<file path="src/rtl/dds_pkg.sv">
// Shared types and widths for the multi-voice DDS oscillator and its shaper.
package dds_pkg;

  localparam int SAMPLE_W = 16;
  localparam int VOL_W    = 4;
  localparam int DUTY_W   = 8;

  typedef enum logic [1:0] {
    WAVE_OFF    = 2'd0,
    WAVE_SQUARE = 2'd1,
    WAVE_SAW    = 2'd2,
    WAVE_TRI    = 2'd3
  } wave_mode_e;

  typedef enum logic [1:0] {
    SEL_FREQ      = 2'd0,
    SEL_DUTY      = 2'd1,
    SEL_CTRL      = 2'd2,
    SEL_PHASE_RST = 2'd3
  } cfg_sel_e;

  typedef enum logic [1:0] {
    ST_IDLE = 2'd0,
    ST_RUN  = 2'd1,
    ST_DONE = 2'd2
  } dds_state_e;

endpackage

</file>
<file path="src/rtl/dds_voice_shaper.sv">
// Combinational waveform generator and volume scaler for one voice.
// It is shared by all voices of the time-multiplexed datapath.
module dds_voice_shaper
  import dds_pkg::*;
(
  input  logic [16:0]                i_phase_hi,
  input  wave_mode_e                 i_mode,
  input  logic [DUTY_W-1:0]          i_duty,
  input  logic [VOL_W-1:0]           i_vol,
  output logic signed [SAMPLE_W-1:0] o_scaled
);

  logic [7:0]                 w_t;
  logic [15:0]                w_s;
  logic [15:0]                w_u;
  logic signed [SAMPLE_W-1:0] w_wave;
  logic [VOL_W:0]             w_gain;
  logic signed [20:0]         w_prod;

  assign w_t = i_phase_hi[16:9];
  assign w_s = i_phase_hi[16:1];
  assign w_u = i_phase_hi[15:0];

  // In both triangle halves, U - 32768 reduces to U ^ 0x8000 and 32767 - U reduces to its complement.
  always_comb begin
    w_wave = '0;
    case (i_mode)
      WAVE_SQUARE: w_wave = (w_t < i_duty) ? 16'sh7FFF : 16'sh8000;
      WAVE_SAW:    w_wave = w_s ^ 16'h8000;
      WAVE_TRI:    w_wave = i_phase_hi[16] ? ~(w_u ^ 16'h8000) : (w_u ^ 16'h8000);
      default:     w_wave = '0;
    endcase
  end

  assign w_gain   = {1'b0, i_vol} + 5'd1;
  assign w_prod   = 21'(w_wave) * $signed({16'b0, w_gain});
  assign o_scaled = SAMPLE_W'(w_prod >>> 4);

endmodule

</file>
<file path="src/rtl/dds_multi_voice.sv">
// Time-multiplexed DDS voices mixed into one saturated 16-bit sample per tick.
// On each clock, one voice is shaped, accumulated and phase-advanced.
module dds_multi_voice
  import dds_pkg::*;
#(
  parameter  int PHASE_WIDTH = 32,
  parameter  int NUM_CH      = 4,
  localparam int CH_W        = $clog2(NUM_CH)
) (
  input  logic                       clk,
  input  logic                       rst_active_low,
  input  logic                       sample_tick,
  input  logic                       cfg_we,
  input  logic [CH_W-1:0]            cfg_ch,
  input  logic [1:0]                 cfg_sel,
  input  logic [PHASE_WIDTH-1:0]     cfg_wdata,
  output logic                       busy,
  output logic signed [SAMPLE_W-1:0] mix_out,
  output logic                       mix_valid
);

  localparam int ACC_W = SAMPLE_W + CH_W + 1;
  localparam logic signed [ACC_W-1:0] ACC_MAX = ACC_W'(32767);
  localparam logic signed [ACC_W-1:0] ACC_MIN = ACC_W'(-32768);

  logic [PHASE_WIDTH-1:0] r_phase [NUM_CH];
  logic [PHASE_WIDTH-1:0] r_freq  [NUM_CH];
  logic [DUTY_W-1:0]      r_duty  [NUM_CH];
  wave_mode_e             r_mode  [NUM_CH];
  logic [VOL_W-1:0]       r_vol   [NUM_CH];

  dds_state_e                 r_state;
  dds_state_e                 w_state_next;
  logic [CH_W-1:0]            r_idx;
  logic [CH_W-1:0]            w_idx_next;
  logic signed [ACC_W-1:0]    r_acc;
  logic signed [ACC_W-1:0]    w_acc_next;
  logic                       w_load_mix;
  logic signed [SAMPLE_W-1:0] w_mix_sat;
  logic signed [SAMPLE_W-1:0] w_scaled;
  logic                       r_busy;
  logic signed [SAMPLE_W-1:0] r_mix_out;
  logic                       r_mix_valid;

  dds_voice_shaper u_shaper (
    .i_phase_hi (r_phase[r_idx][PHASE_WIDTH-1 -: 17]),
    .i_mode     (r_mode[r_idx]),
    .i_duty     (r_duty[r_idx]),
    .i_vol      (r_vol[r_idx]),
    .o_scaled   (w_scaled)
  );

  // The last RUN cycle loads the clamped sum, so the DONE cycle already presents it.
  always_comb begin
    w_state_next = r_state;
    w_idx_next   = r_idx;
    w_acc_next   = r_acc;
    w_load_mix   = 1'b0;
    case (r_state)
      ST_IDLE: begin
        if (sample_tick) begin
          w_state_next = ST_RUN;
          w_idx_next   = '0;
          w_acc_next   = '0;
        end
      end
      ST_RUN: begin
        w_acc_next = r_acc + ACC_W'(w_scaled);
        w_idx_next = r_idx + CH_W'(1);
        if (r_idx == CH_W'(NUM_CH - 1)) begin
          w_state_next = ST_DONE;
          w_idx_next   = '0;
          w_load_mix   = 1'b1;
        end
      end
      ST_DONE: w_state_next = ST_IDLE;
      default: w_state_next = ST_IDLE;
    endcase
  end

  always_comb begin
    if (w_acc_next > ACC_MAX) begin
      w_mix_sat = 16'sh7FFF;
    end else if (w_acc_next < ACC_MIN) begin
      w_mix_sat = 16'sh8000;
    end else begin
      w_mix_sat = SAMPLE_W'(w_acc_next);
    end
  end

  always_ff @(posedge clk or negedge rst_active_low) begin
    if (!rst_active_low) begin
      r_state     <= ST_IDLE;
      r_idx       <= '0;
      r_acc       <= '0;
      r_busy      <= 1'b0;
      r_mix_out   <= '0;
      r_mix_valid <= 1'b0;
    end else begin
      r_state     <= w_state_next;
      r_idx       <= w_idx_next;
      r_acc       <= w_acc_next;
      r_busy      <= (w_state_next != ST_IDLE);
      r_mix_valid <= w_load_mix;
      if (w_load_mix) begin
        r_mix_out <= w_mix_sat;
      end
    end
  end

  // The config write is placed after the advance, so PHASE_RST beats a same-cycle advance.
  always_ff @(posedge clk or negedge rst_active_low) begin
    if (!rst_active_low) begin
      for (int j = 0; j < NUM_CH; j++) begin
        r_phase[j] <= '0;
        r_freq[j]  <= '0;
        r_duty[j]  <= '0;
        r_mode[j]  <= WAVE_OFF;
        r_vol[j]   <= '0;
      end
    end else begin
      for (int j = 0; j < NUM_CH; j++) begin
        if (r_state == ST_RUN && r_idx == CH_W'(j)) begin
          r_phase[j] <= r_phase[j] + r_freq[j];
        end
        if (cfg_we && cfg_ch == CH_W'(j)) begin
          case (cfg_sel_e'(cfg_sel))
            SEL_FREQ: r_freq[j] <= cfg_wdata;
            SEL_DUTY: r_duty[j] <= cfg_wdata[DUTY_W-1:0];
            SEL_CTRL: begin
              r_mode[j] <= wave_mode_e'(cfg_wdata[1:0]);
              r_vol[j]  <= cfg_wdata[4 +: VOL_W];
            end
            SEL_PHASE_RST: r_phase[j] <= '0;
            default: ;
          endcase
        end
      end
    end
  end

  assign busy      = r_busy;
  assign mix_out   = r_mix_out;
  assign mix_valid = r_mix_valid;

endmodule
</file>
<file path="config.mk">
export PLATFORM = sky130hd
export DESIGN_NAME = dds_multi_voice
export DESIGN_NICKNAME = d
export VERILOG_FILES = /design/src/rtl/dds_pkg.sv /design/src/rtl/dds_voice_shaper.sv /design/src/rtl/dds_multi_voice.sv
export SDC_FILE = /design/constraint.sdc
export NUM_CORES = 1
export LEC_CHECK = 0
export ABC_AREA = 1
export ABC_CLOCK_PERIOD_IN_PS = 9120
export CAP_MARGIN = 30
export CORE_MARGIN = 8
export CORE_UTILIZATION = 50
export CTS_BUF_LIST = sky130_fd_sc_hd__clkbuf_8
export CTS_CLUSTER_SIZE = 20
export DETAILED_ROUTE_END_ITERATION = 10
export PLACE_DENSITY = 0.66
export SLEW_MARGIN = 20
export SYNTH_ARGS = -nofsm -noshare
export SYNTH_HDL_FRONTEND = slang
export SYNTH_SLANG_ARGS = --single-unit
</file>
<file path="constraint.sdc">
create_clock -name clk -period 9.12 [get_ports clk]
set_clock_uncertainty 0.2 [all_clocks]
set_input_delay 2.28 -clock clk [delete_from_list [all_inputs] [get_ports clk]]
set_output_delay 2.28 -clock clk [all_outputs]
set_load 0.01 [all_outputs]
</file>
==> results.sh, run 1 <==
# physical design summary
export IMPL_layout_top_cells="nand2_1 (641), inv_1 (532), o21ai_0 (399)"
export IMPL_cp_top_family="adder cells"
export IMPL_syn_to_final_growth_pct=11.1
export IMPL_worstPathArrival_ns=8.73
export IMPL_most_common_cell="nand2_1"
export IMPL_portBuffers=57
export IMPL_crit_start="r_idx[0]$_DFFE_PN0P_"
export IMPL_synth_area_um2=25000
export IMPL_cts_sinks=353
export IMPL_die_y_um=240
export IMPL_fin_cells=4095
export IMPL_worst_ep_required_time_ns=9.43
export IMPL_dp_hpwl_um=57900
export IMPL_fin_nets=3652
export IMPL_dpl_cell_count=3969
export IMPL_cp_depth=46
export IMPL_fin_tns_setup_ns=0
export IMPL_worstHoldPathCells=2
export IMPL_status="finished, final reports clean"
export IMPL_crit_fanout=25
export IMPL_diodes=0
export IMPL_slowest_stage="fa_1"
export IMPL_postSynthSeqShare_pct=35.4
export IMPL_finalHoldViolCount=0
export IMPL_finalClockPeriodUsage_pct=92.3
export IMPL_cts_hold_buf=0
export IMPL_synth_avg_cell_area_um2=7.53
export IMPL_io_pins=58
export IMPL_post_dp_cell_area_um2=26300
export IMPL_area_leaders="dfrtp_1 (35%), nand2_1 (9.7%), ha_1 (9.4%)"
export IMPL_worst_slack_ns=0.700
export IMPL_grt_pass1_vias=22200
export IMPL_num_rows=82
export IMPL_vias_per_cell=5.53
export IMPL_critPathKind="register to register"
-- run 1: what timing repair did --
| item | 4_1_cts | 5_1_grt |
|---|---|---|
| resized | 0 | 10 |
| setup buffers | 0 | 6 |
| setup endpoints to repair | 0 | 15 |
-- run 1: cells by family (layout without fill, tap and decap cells) --
kind of cell,after synthesis,in the layout,synth area share (%)
buf+inv,630,736,9.68
simple gates,1122,1122,18.6
fa+ha+maj,239,239,13.5
flops,353,353,35.4
xor+xnor,61,61,2.14
compound gates,912,912,20.7
run_1/util_map.png
(1.5 px per um) The die is cut into 24 by 24 equal tiles; black is low, pale yellow is high, 0 to 100% covered.
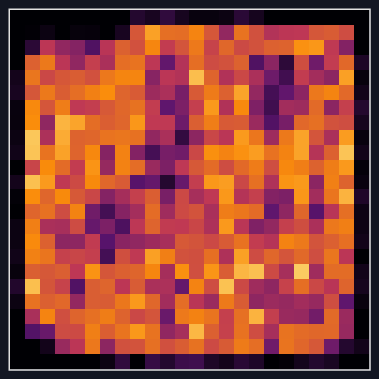
tiles over 75% full: 8.9%
nearly empty tiles: 8.3%
mean over tiles: 47%

run_1/floorplan.png
(1.5 px per um) Pins as bars on the die edge.
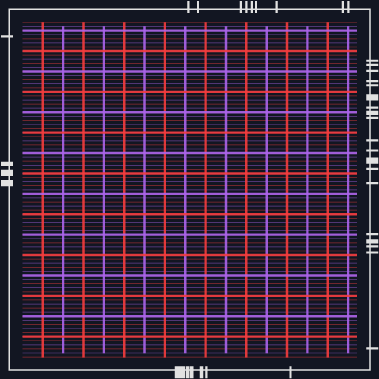
[VSS] red
[VDD] purple
rows: 82
met1 rails: 83
met5 straps: 16
signal pins: 58

run_1/ff_map.png
(1.5 px per um) Other sequential cells in the stronger grey, the rest of the logic in the fainter grey.
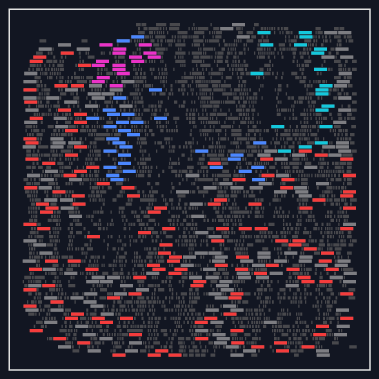
[`r_duty`] blue | sequential cells: 32
[`r_phase`] red | sequential cells: 128
[`r_acc`] cyan | sequential cells: 19 | where: north-east
[`r_vol`] magenta | sequential cells: 16
not coloured: 158
flop share of the area: 31.8%
Flop area: 8830 um^2
Final Core Density: 55.8%

## Run 2: what changed since run 1
RECOVER_POWER = 25   (was not set)
run_2/ff_map.png
(1.5 px per um) Other sequential cells in the stronger grey, the rest of the logic in the fainter grey.
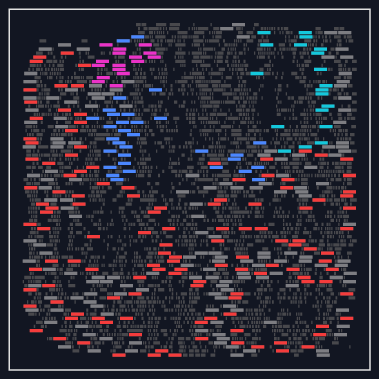
Final Core Density: 55.7%
flop share of the area: 31.9%

==> run 2 against run 1 <==
The flow now finishes with violations (capacitance limit, slew limit). Synthesized area stayed put. Synthesized cell count stayed put. Sequential share of layout area hardly changed. Register-to-register slack better by 0.02 ns. First-iteration DRC count is 3.2% higher. Global-route usage stayed put. Hold slack worse by 0.00068 ns. Flip-flop count stayed put. Critical path type unchanged. Highest routed layer unchanged.
==> results.sh, run 2 <==
# physical design summary
export IMPL_vias_per_cell=5.51
export IMPL_critPathKind="register to register"
export IMPL_xor_share_pct=2.14
export IMPL_topCombFamilyByArea="AND-OR/OR-AND gates"
export IMPL_adder_share_pct=13.5
export IMPL_finalClockPeriodUsage_pct=92.1
export IMPL_finalHoldViolCount=0
export IMPL_violations="capacitance limit, slew limit"
export IMPL_status="finished, violations left"
export IMPL_area_leaders="dfrtp_1 (35%), nand2_1 (9.7%), ha_1 (9.4%)"
export IMPL_worst_slack_ns=0.718
export IMPL_ys_sh_mux_pct=0
export IMPL_worstPathArrival_ns=8.71
export IMPL_cap_violations=3
export IMPL_register_area_um2=8830
export IMPL_drv_slew=266
export IMPL_worst_ep_required_time_ns=9.43
export IMPL_worstHoldPathCells=2
export IMPL_fin_nets=3652
export IMPL_portBuffers=57
export IMPL_dpl_cell_count=3969
export IMPL_cts_hold_buf=0
export IMPL_cts_sinks=353
export IMPL_post_dp_cell_area_um2=26300
export IMPL_fin_cells=4096
## run 2: how the worst max path moves through the flow
stage,startpoint,end,slack [ns],cells past startpoint
finish,r_idx[0]$_DFFE_PN0P_,mix_out[3]$_DFFE_PN0P_,0.72,46
global route,r_idx[0]$_DFFE_PN0P_,mix_out[3]$_DFFE_PN0P_,0.02,46
CTS,r_idx[0]$_DFFE_PN0P_,mix_out[3]$_DFFE_PN0P_,0.37,45
detailed placement,r_idx[0]$_DFFE_PN0P_,mix_out[3]$_DFFE_PN0P_,0.38,44
global placement,r_idx[0]$_DFFE_PN0P_,mix_out[3]$_DFFE_PN0P_,0.61,40
floorplan,r_idx[0]$_DFFE_PN0P_,mix_out[10]$_DFFE_PN0P_,0.76,51
## run 2: what timing repair did
action,in CTS,in global routing
setup buffers,0,6
resized,0,10
endpoints found under the setup margin,0,15
